--- src/rtl/dff_mem_pkg.sv ---
// Shared definitions for the DFF memory arbiter slice.
// Holds the default memory geometry, the access-sequencer state encoding
// and the requester owner IDs used by the top level and the arbiter.
package dff_mem_pkg;

    localparam int DFLT_ADDR_W = 4;
    localparam int DFLT_DATA_W = 8;
    localparam int DFLT_DEPTH  = 16;

    typedef enum logic [1:0] {
        IDLE   = 2'd0,
        ACCESS = 2'd1,
        RESP   = 2'd2,
        INIT   = 2'd3
    } state_t;

    // Owner / last-grant encoding: bit index into req/gnt vectors.
    localparam logic OWN_A = 1'b0;
    localparam logic OWN_B = 1'b1;

endpackage

--- src/rtl/rr_arb2.sv ---
// Two-way round-robin arbiter, purely combinational.
// Ports:
//   req[1:0]    request vector, bit 0 = A, bit 1 = B
//   last_grant  owner of the most recent grant (OWN_A / OWN_B)
//   gnt[1:0]    one-hot grant (all zero when nothing requests)
module rr_arb2
    import dff_mem_pkg::*;
(
    input  logic [1:0] req,
    input  logic       last_grant,
    output logic [1:0] gnt
);

    always_comb begin
        gnt = req;
        // On a tie the port that did not win last time is served.
        if (req == 2'b11) begin
            gnt = (last_grant == OWN_A) ? 2'b10 : 2'b01;
        end
    end

endmodule

--- src/rtl/dff_mem_arbiter.sv ---
// Shares one DFF memory between requester ports A and B.
// Each granted request runs IDLE -> ACCESS -> RESP; a hardware clear sweep
// (INIT) zero-fills every location, one per cycle.
// Ports:
//   clk, rst                   clock, synchronous active-high reset
//   a_* / b_*                  requester valid/ready/we/addr/wdata and
//                              one-cycle response strobe with read data
//   init_start / init_done     start clear sweep / one-cycle completion pulse
//   busy                       state is not IDLE
//   mem_addr/mem_wdata/mem_rdata/mem_lr_n/mem_ce_n  memory interface
module dff_mem_arbiter
    import dff_mem_pkg::*;
#(
    parameter int ADDR_W = DFLT_ADDR_W,
    parameter int DATA_W = DFLT_DATA_W,
    parameter int DEPTH  = DFLT_DEPTH
)(
    input  logic              clk,
    input  logic              rst,
    input  logic              a_valid,
    output logic              a_ready,
    input  logic              a_we,
    input  logic [ADDR_W-1:0] a_addr,
    input  logic [DATA_W-1:0] a_wdata,
    output logic              a_rsp_valid,
    output logic [DATA_W-1:0] a_rsp_rdata,
    input  logic              b_valid,
    output logic              b_ready,
    input  logic              b_we,
    input  logic [ADDR_W-1:0] b_addr,
    input  logic [DATA_W-1:0] b_wdata,
    output logic              b_rsp_valid,
    output logic [DATA_W-1:0] b_rsp_rdata,
    input  logic              init_start,
    output logic              init_done,
    output logic              busy,
    output logic [ADDR_W-1:0] mem_addr,
    output logic [DATA_W-1:0] mem_wdata,
    input  logic [DATA_W-1:0] mem_rdata,
    output logic              mem_lr_n,
    output logic              mem_ce_n
);

    localparam logic [ADDR_W-1:0] LAST_LOC = ADDR_W'(DEPTH - 1);

    state_t            state;
    state_t            state_nx;
    logic              last_grant;
    logic              owner;
    logic              lat_we;
    logic [ADDR_W-1:0] lat_addr;
    logic [DATA_W-1:0] lat_wdata;
    logic [ADDR_W-1:0] cnt;
    logic              init_done_q;
    logic [1:0]        gnt;
    logic [DATA_W-1:0] access_rdata;

    rr_arb2 u_arb (
        .req        ({b_valid, a_valid}),
        .last_grant (last_grant),
        .gnt        (gnt)
    );

    // Ready only in IDLE, and init_start pre-empts any grant that cycle.
    always_comb begin
        a_ready = 1'b0;
        b_ready = 1'b0;
        if (state == IDLE && !init_start) begin
            a_ready = gnt[0];
            b_ready = gnt[1];
        end
    end

    // State register
    always_ff @(posedge clk) begin
        if (rst) begin
            state <= IDLE;
        end else begin
            state <= state_nx;
        end
    end

    // Next-state logic
    always_comb begin
        state_nx = state;
        case (state)
            IDLE: begin
                if (init_start) begin
                    state_nx = INIT;
                end else if (a_ready || b_ready) begin
                    state_nx = ACCESS;
                end
            end
            ACCESS:  state_nx = RESP;
            RESP:    state_nx = IDLE;
            INIT:    if (cnt == LAST_LOC) state_nx = IDLE;
            default: state_nx = IDLE;
        endcase
    end

    // Write responses report zero; reads report what memory drives now.
    assign access_rdata = lat_we ? '0 : mem_rdata;

    // Request latch, arbitration history, sweep counter, response data.
    always_ff @(posedge clk) begin
        if (rst) begin
            last_grant  <= OWN_B;
            owner       <= OWN_A;
            lat_we      <= 1'b0;
            lat_addr    <= '0;
            lat_wdata   <= '0;
            cnt         <= '0;
            a_rsp_rdata <= '0;
            b_rsp_rdata <= '0;
            init_done_q <= 1'b0;
        end else begin
            init_done_q <= (state == INIT) && (cnt == LAST_LOC);
            case (state)
                IDLE: begin
                    if (init_start) begin
                        cnt <= '0;
                    end else if (a_ready || b_ready) begin
                        owner      <= b_ready ? OWN_B : OWN_A;
                        last_grant <= b_ready ? OWN_B : OWN_A;
                        lat_we     <= b_ready ? b_we    : a_we;
                        lat_addr   <= b_ready ? b_addr  : a_addr;
                        lat_wdata  <= b_ready ? b_wdata : a_wdata;
                    end
                end
                ACCESS: begin
                    if (owner == OWN_A) begin
                        a_rsp_rdata <= access_rdata;
                    end else begin
                        b_rsp_rdata <= access_rdata;
                    end
                end
                INIT: begin
                    cnt <= (cnt == LAST_LOC) ? '0 : cnt + 1'b1;
                end
                default: ;
            endcase
        end
    end

    // Output logic: memory strobes and response strobes decode from state.
    always_comb begin
        mem_addr    = '0;
        mem_wdata   = '0;
        mem_lr_n    = 1'b1;
        mem_ce_n    = 1'b1;
        a_rsp_valid = 1'b0;
        b_rsp_valid = 1'b0;
        case (state)
            ACCESS: begin
                mem_addr = lat_addr;
                if (lat_we) begin
                    mem_lr_n  = 1'b0;
                    mem_wdata = lat_wdata;
                end else begin
                    mem_ce_n  = 1'b0;
                end
            end
            RESP: begin
                a_rsp_valid = (owner == OWN_A);
                b_rsp_valid = (owner == OWN_B);
            end
            INIT: begin
                mem_addr = cnt;
                mem_lr_n = 1'b0;
            end
            default: ;
        endcase
    end

    assign busy      = (state != IDLE);
    assign init_done = init_done_q;

endmodule

--- config.mk ---
export PLATFORM = sky130hd
export DESIGN_NAME = dff_mem_arbiter
export DESIGN_NICKNAME = d
export VERILOG_FILES = /design/src/rtl/dff_mem_pkg.sv /design/src/rtl/rr_arb2.sv /design/src/rtl/dff_mem_arbiter.sv
export SDC_FILE = /design/constraint.sdc
export NUM_CORES = 1
export LEC_CHECK = 0
export CORE_ASPECT_RATIO = 1.5
export CORE_MARGIN = 3
export CORE_UTILIZATION = 47
export CTS_CLUSTER_DIAMETER = 200
export DETAILED_ROUTE_END_ITERATION = 8
export PLACE_DENSITY = 0.83
export RECOVER_POWER = 50
export SKIP_CTS_REPAIR_TIMING = 1
export SLEW_MARGIN = 40
export SYNTH_ARGS = -nofsm -noshare
export SYNTH_HDL_FRONTEND = slang
export SYNTH_HIERARCHICAL = 1
export SYNTH_SLANG_ARGS = --single-unit
--- constraint.sdc ---
create_clock -name clk -period 3.7 [get_ports clk]
set_clock_uncertainty 0.1 [all_clocks]
set_input_delay 1.11 -clock clk [delete_from_list [all_inputs] [get_ports clk]]
set_output_delay 1.11 -clock clk [all_outputs]
set_load 0.1 [all_outputs]
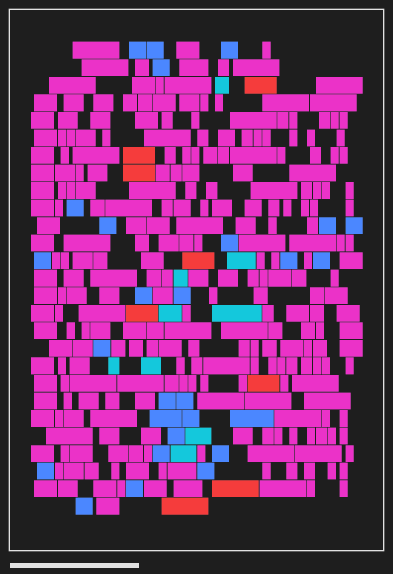
Figure 1: sizing map.
Bar = 20 um.
size	color	cells
drive 6 and up	red	8
drive 1 or less	magenta	262
drive 2	cyan	9
drive 3 to 4	blue	27
Non-CTS buffers: 83
Area growth syn-to-layout: 39.2%

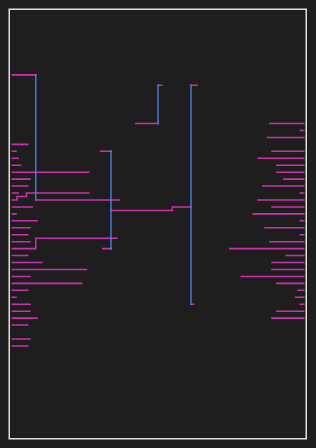
Figure 2: routed metal, one color a layer.
Only two layers are drawn.
layer	color	wire length
met3	magenta	356 um
met4	blue	93.8 um

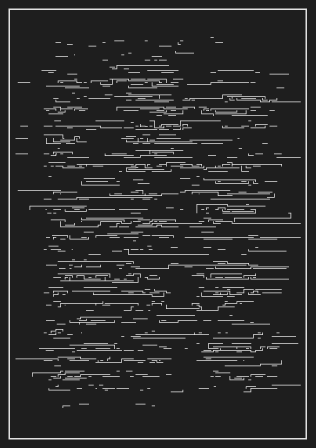
Figure 3: the metal 1 layer.
longest straight run	15.6 um
share of all routed wire	38%
nets with wire on the layer	292
wire length on this layer	1830 um
via count: 1852
Detailed Route WL: 4.82 mm

==> results.json <==
{
  "synth-async-reset-ratio": 0,
  "reg_top3": "a_rsp_rdata x8, b_rsp_rdata x8, lat_wdata x8",
  "met1_usage": 0.205,
  "synthTopCellsByArea": "dfxtp_1 40%, nand2_1 7.7%, a21oi_1 5.5%",
  "cts_made_buffers": 5,
  "ir_drop_v": 0.000354,
  "buf_share": 0.257,
  "p_comb_uw": 371,
  "n_sequential_cell": 38,
  "ant_nets": 0,
  "antenna_cells": 0,
  "finalSetupTns_ns": 0,
  "maxPowerGroup": "registers",
  "p_sw_frac": 0.365,
  "clockRootBuffer": "clkbuf_8",
  "io_buffer_count": 74,
  "setup_ws_ns": 0.0860,
  "dp_slack_ns": -0.0997,
  "lay_top_count": "nand2_1",
  "cp-end-kind": "output pin",
  "ios": 75,
  "yosys_warnings": 6,
  "route.detailed.drc": 0,
  "combGateArea_um2": 990,
  "path_clk_slew_ns": 0.07,
  "period_used_share": 0.977,
  "nFillCells": 337,
  "h-tree-depth": 2,
  "top_logic_kind": "simple AND/OR/NAND/NOR gates",
  "max_slew.worst_pin.slew_ns": 1.18,
  "clkbuf_count": 7,
  "worstPathRequired_ns": 2.49,
  "ys_chip_area_um2": 1890,
  "fin_total_pwr_mw": 1.15,
  "crit_cells": 6,
  "place_congestion": 0.867,
  "grt-busiest-layer": "met2",
  "clock_power_uw": 290,
  "met1_length_mm": 1.83,
  "endpoint": "b_ready",
  "regArea_um2": 762,
  "ff2ff_path_depth": 4,
  "ys_sh_xor": 0,
  "wire_per_inst_um": 13.8,
  "ys_sh_adder": 0.00661,
  "synth_nets": 273,
  "status": "complete, no violations"
}
